**src/rtl/uart_receiver.sv**
```systemverilog
// UART receive stage: 16x-oversampled 8E1 frame recovery with parity and framing
// error reporting, one-cycle valid strobe per received byte.
module uart_receiver #(
    parameter int CLK_FREQ   = 100_000_000,
    parameter int OVERSAMPLE = 16
) (
    input  logic       clk,
    input  logic       reset,
    input  logic [2:0] baud_select,
    input  logic       Rx_EN,
    input  logic       RxD,
    output logic [7:0] Rx_DATA,
    output logic       Rx_VALID,
    output logic       Rx_PERROR,
    output logic       Rx_FERROR,
    output logic       Rx_BUSY
);

    typedef enum logic [2:0] {IDLE, START, DATA, PARITY, STOP} state_t;

    // Divider rounds to nearest so the table matches the nominal baud values.
    function automatic int calc_div(input int baud);
        return (CLK_FREQ + baud * OVERSAMPLE / 2) / (baud * OVERSAMPLE);
    endfunction

    localparam logic [14:0] DIV_TABLE [8] = '{
        15'(calc_div(300)),   15'(calc_div(1200)),  15'(calc_div(4800)),  15'(calc_div(9600)),
        15'(calc_div(19200)), 15'(calc_div(38400)), 15'(calc_div(57600)), 15'(calc_div(115200))
    };

    state_t      state, state_next;
    logic        rx_meta, rx_sync, rx_prev;
    logic [14:0] div, tick_cnt;
    logic [3:0]  sample_cnt;
    logic [2:0]  bit_idx;
    logic [7:0]  shift;
    logic        parity_bit;
    logic        tick, start_edge, mid_start, bit_end, frame_done;

    // A falling edge needs rx_prev high, so after a break the line must return
    // high before the receiver can re-arm.
    assign start_edge = Rx_EN && rx_prev && !rx_sync;
    assign tick       = (state != IDLE) && (tick_cnt == div - 15'd1);
    assign mid_start  = tick && (sample_cnt == 4'd7);
    assign bit_end    = tick && (sample_cnt == 4'd15);
    assign frame_done = Rx_EN && (state == STOP) && bit_end;
    assign Rx_BUSY    = (state != IDLE);

    always_ff @(posedge clk) begin
        if (reset) state <= IDLE;
        else       state <= state_next;
    end

    // NOTE: state_next gets its default before the case so no path leaves it
    // unassigned; otherwise synthesis infers a latch.
    always_comb begin
        state_next = state;
        case (state)
            IDLE:    if (start_edge) state_next = START;
            START:   if (mid_start) state_next = rx_sync ? IDLE : DATA;
            DATA:    if (bit_end && bit_idx == 3'd7) state_next = PARITY;
            PARITY:  if (bit_end) state_next = STOP;
            STOP:    if (bit_end) state_next = IDLE;
            default: state_next = IDLE;
        endcase
        if (!Rx_EN) state_next = IDLE;
    end

    // NOTE: all registered state uses non-blocking assignments so every flop
    // samples the pre-edge values regardless of statement order.
    always_ff @(posedge clk) begin
        if (reset) begin
            rx_meta    <= 1'b1;
            rx_sync    <= 1'b1;
            rx_prev    <= 1'b1;
            div        <= DIV_TABLE[0];
            tick_cnt   <= '0;
            sample_cnt <= '0;
            bit_idx    <= '0;
            shift      <= '0;
            parity_bit <= 1'b0;
            Rx_DATA    <= '0;
            Rx_VALID   <= 1'b0;
            Rx_PERROR  <= 1'b0;
            Rx_FERROR  <= 1'b0;
        end else begin
            rx_meta  <= RxD;
            rx_sync  <= rx_meta;
            rx_prev  <= rx_sync;
            Rx_VALID <= 1'b0;

            if (state == IDLE) begin
                tick_cnt   <= '0;
                sample_cnt <= '0;
                bit_idx    <= '0;
                if (start_edge) div <= DIV_TABLE[baud_select];
            end else if (tick) begin
                tick_cnt   <= '0;
                // Realign the 16-tick bit window to the middle of the start bit.
                sample_cnt <= (state == START && mid_start) ? 4'd0 : sample_cnt + 4'd1;
                if (state == DATA && bit_end) begin
                    shift   <= {rx_sync, shift[7:1]};
                    bit_idx <= bit_idx + 3'd1;
                end
                if (state == PARITY && bit_end) parity_bit <= rx_sync;
            end else begin
                tick_cnt <= tick_cnt + 15'd1;
            end

            if (frame_done) begin
                Rx_VALID  <= 1'b1;
                Rx_DATA   <= shift;
                Rx_PERROR <= ^{shift, parity_bit};
                Rx_FERROR <= ~rx_sync;
            end
        end
    end

endmodule

```
**config.mk**
```make
export PLATFORM = sky130hd
export DESIGN_NAME = uart_receiver
export DESIGN_NICKNAME = d
export VERILOG_FILES = /design/src/rtl/uart_receiver.sv
export SDC_FILE = /design/constraint.sdc
export NUM_CORES = 1
export LEC_CHECK = 0
export ABC_AREA = 0
export ABC_CLOCK_PERIOD_IN_PS = 5800
export CAP_MARGIN = 20
export CELL_PAD_IN_SITES_DETAIL_PLACEMENT = 1
export CELL_PAD_IN_SITES_GLOBAL_PLACEMENT = 1
export CORE_MARGIN = 2
export CORE_UTILIZATION = 42
export DETAILED_ROUTE_END_ITERATION = 10
export GPL_ROUTABILITY_DRIVEN = 0
export GPL_TIMING_DRIVEN = 0
export PLACE_DENSITY_LB_ADDON = 0.1
export SYNTH_ARGS = -nofsm -noshare
export SYNTH_HDL_FRONTEND = slang
export SYNTH_SLANG_ARGS = --single-unit
```
**constraint.sdc**
```tcl
create_clock -name clk -period 5.8 [get_ports clk]
set_input_delay 0.87 -clock clk [delete_from_list [all_inputs] [get_ports clk]]
set_output_delay 0.87 -clock clk [all_outputs]
set_load 0.03 [all_outputs]
```
### Signal metal coverage by tile

The die is cut into 18 by 18 equal tiles; dark purple is low, yellow is high, scaled to the fullest tile. Values are wire area over tile area, all layers added.
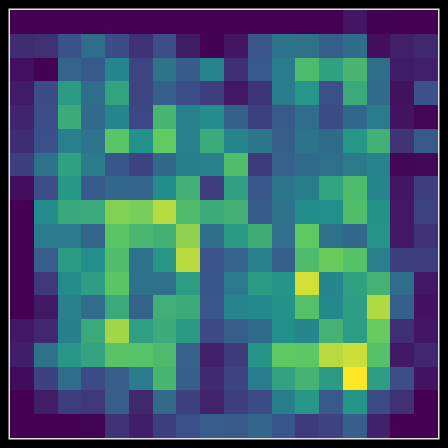
tiles over half the peak	28%
fullest tile	0.41
mean over tiles	0.14
nearly empty tiles	11%
densest ninth of the die	center
GRT Util Overall: 20.0%
WL per Instance: 15.2 um

### The clock network

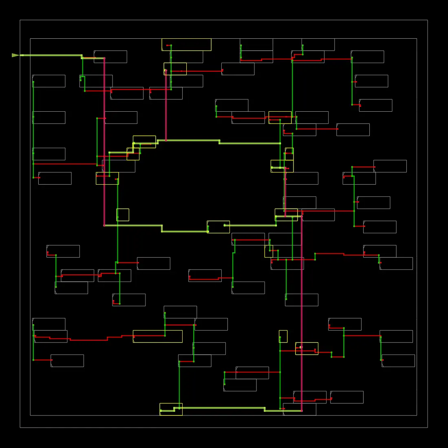
FFs & Latches: 61
clk ins delay skew pair: 340 ps

### Signal wires by layer

Two of the layers only.
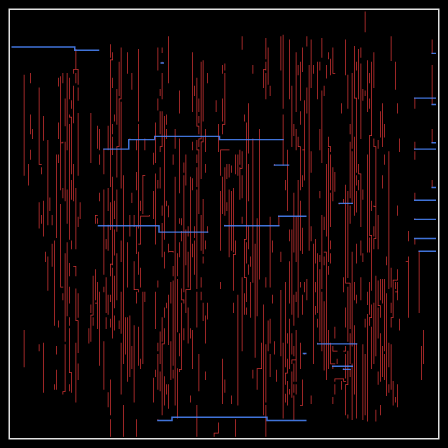
color	layer	wire length
red	metal 2	3950 um
blue	metal 3	183 um

### Cell density map

The bar under the picture is 20 um long. The die is cut into 9 by 9 equal tiles; dark purple is low, yellow is high, 0 to 100% covered.
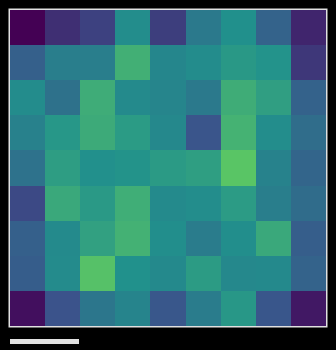
mean over tiles	43%
fullest tile	73%
emptiest ninth of the die	upper left

### Where the registers sit

The bar under the picture is 20 um long. Other sequential cells in the stronger gray, the rest of the logic in the fainter gray.
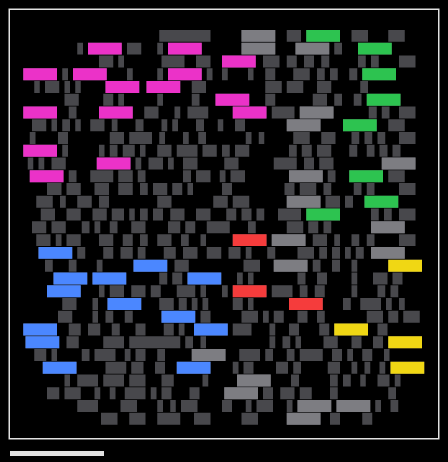
color	netlist name	sequential cells
red	bit_idx	3
yellow	sample_cnt	4
blue	div	13
magenta	tick_cnt	15
green	Rx_DATA	8
not colored	18
Seq/total area: 32.9%
Seq power: 0.426 mW
Register Area: 1220 um2

==> out/results.ini <==
[final_timing]
fin_crit_sh_pct = 64.6
final.setup_skew_ps = 7.88
finalMaxSlewViolations = 0
period_needed_ps = 3740
tns_ps = 0
fin_ws_ps = 2060
finalSetupViolCount = 0
clock.fmax_mhz = 267

[detailed_routing]
viasPerCell = 5.40
drtIter0Drc = 51
drtPass1Iterations = 4
drtAntennaViolNets = 0
wl_mm = 7.76

[power]
pg_comb_mw = 0.0456
seqPwrFrac_pct = 48.1
leakage_nw = 1.23
p_per_area_nw_per_um2 = 239
netSwitchingFraction_pct = 23.0
peakVddDrop_mv = 0.120
power.share.combinational_pct = 5.2
p_switching_mw = 0.203
p_int_mw = 0.682

[place]
place_hpwl_mm = 5.81
pre_cts_ws_ps = 2220
dp.cells = 494

[clock_tree]
cts_setup_buffers = 0
cts_hold_buf = 0
cts_tree = done
cts_root_buf = clkbuf_8
numCtsBuffers = 9
htreeDepth = 3
cts_buffer_depth = 2

[floorplanning]
dieArea_um2 = 8320
die_h_um = 91.2
fp-utilization_pct = 43.8
core-area_um2 = 7290
chipWidth_um = 91.2

[logic_synthesis]
ff_type = dfxtp_1
syn-num-nets = 396
ys_cells = 377
synth_cell_types = 43
synth-async-reset-ratio_pct = 0
synth_cells = 377
ys_seq_share_pct = 38.2
yosysChipArea_um2 = 3190
topCellsByArea = dfxtp_1 (38%), xnor2_1 (7.1%), ha_1 (4.7%), nor2_1 (4.5%), mux2i_1 (4.1%)
ys_sh_xor_pct = 11.0
synthAoiAreaFrac_pct = 11.8
syn_avg_cell_area_um2 = 8.47
largest_area_cell = dfxtp_1
synthTopLogicFamily = simple AND/OR/NAND/NOR gates

[critical_path]
worstSetupEndpointType = register
critPathMaxFanout = 10
path_class = reg2reg
critical_path.max_stage_delay_ps = 840
critPathSlowestCell = nor4_1
crit_required_ps = 6080
worstPathArrival_ps = 4020

[run]
cap_violations = 0
warnings = 32

[cells_and_area]
fillers = 917
n_antenna_cell = 0
stdcell_count = 510
final_nets = 425

[grt]
grt_pass1_wl_mm = 13.3
grt_max_degree = 12

[outcome]
status = completed

placed cells by master (no fill, tap or decap), drive strengths merged, types with 14 or more instances in the layout:
cell,synthesis,final
clkbuf,18,27
xor2,14,14
dfxtp,61,61
o21ai,19,19
nand2,19,19
clkdlybuf4s50,0,18
nor2,38,38
nand3,25,25
a21oi,22,22
xnor2,26,26
registers in the layout, summed over array words and instances, names as in the netlist:
signal      count
sample_cnt      4
rx_sync         1
shift           8
rx_meta         1
Rx_FERROR       1
bit_idx         3
state           3
parity_bit      1
tick_cnt       15
Rx_PERROR       1
rx_prev         1
Rx_DATA         8
Rx_VALID        1
div            13
layout make-up:
type | count | area (um2) | share of cell area [%]
Multi-Input combinational cell | 283 | 1840 | 49.5
Sequential cell | 61 | 1220 | 32.9
Timing Repair Buffer | 18 | 180 | 4.86
Clock buffer | 9 | 124 | 3.34
Tap cell | 99 | 124 | 3.34
Buffer | 23 | 98.8 | 2.66
Clock inverter | 7 | 90.1 | 2.43
Inverter | 10 | 37.5 | 1.01
worst max-delay path, delay by kind of cell, from the launching register on:
kind | cells | cell delay, ps
AOI/OAI and AO/OA | 1 | 160
xor gates and xnor gates | 1 | 260
buffers and inverters | 2 | 640
DFF | 1 | 300
and+or+nand+nor | 5 | 2310
worst paths after layout:
| kind | to | slack, ps | cells after the start | from |
|---|---|---|---|---|
| worst max-delay path | Rx_DATA[1] | 2060 | 9 | div[3] |
| worst min-delay path | rx_sync | 420 | 1 | rx_meta |
| worst max register to register | Rx_DATA[1] | 2060 | 9 | div[3] |
| worst min register to register | rx_sync | 420 | 1 | rx_meta |
per-layer routing:
| layer | GRT usage (%) | part of all wire (%) |
|---|---|---|
| met3 | 4.48 | 2.4 |
| met4 | 6.82 | 1.4 |
| met1 | 23.7 | 45 |
| met5 | 0 | 0 |
| met2 | 35.6 | 51 |
Power is estimated from default activity; no workload was simulated.
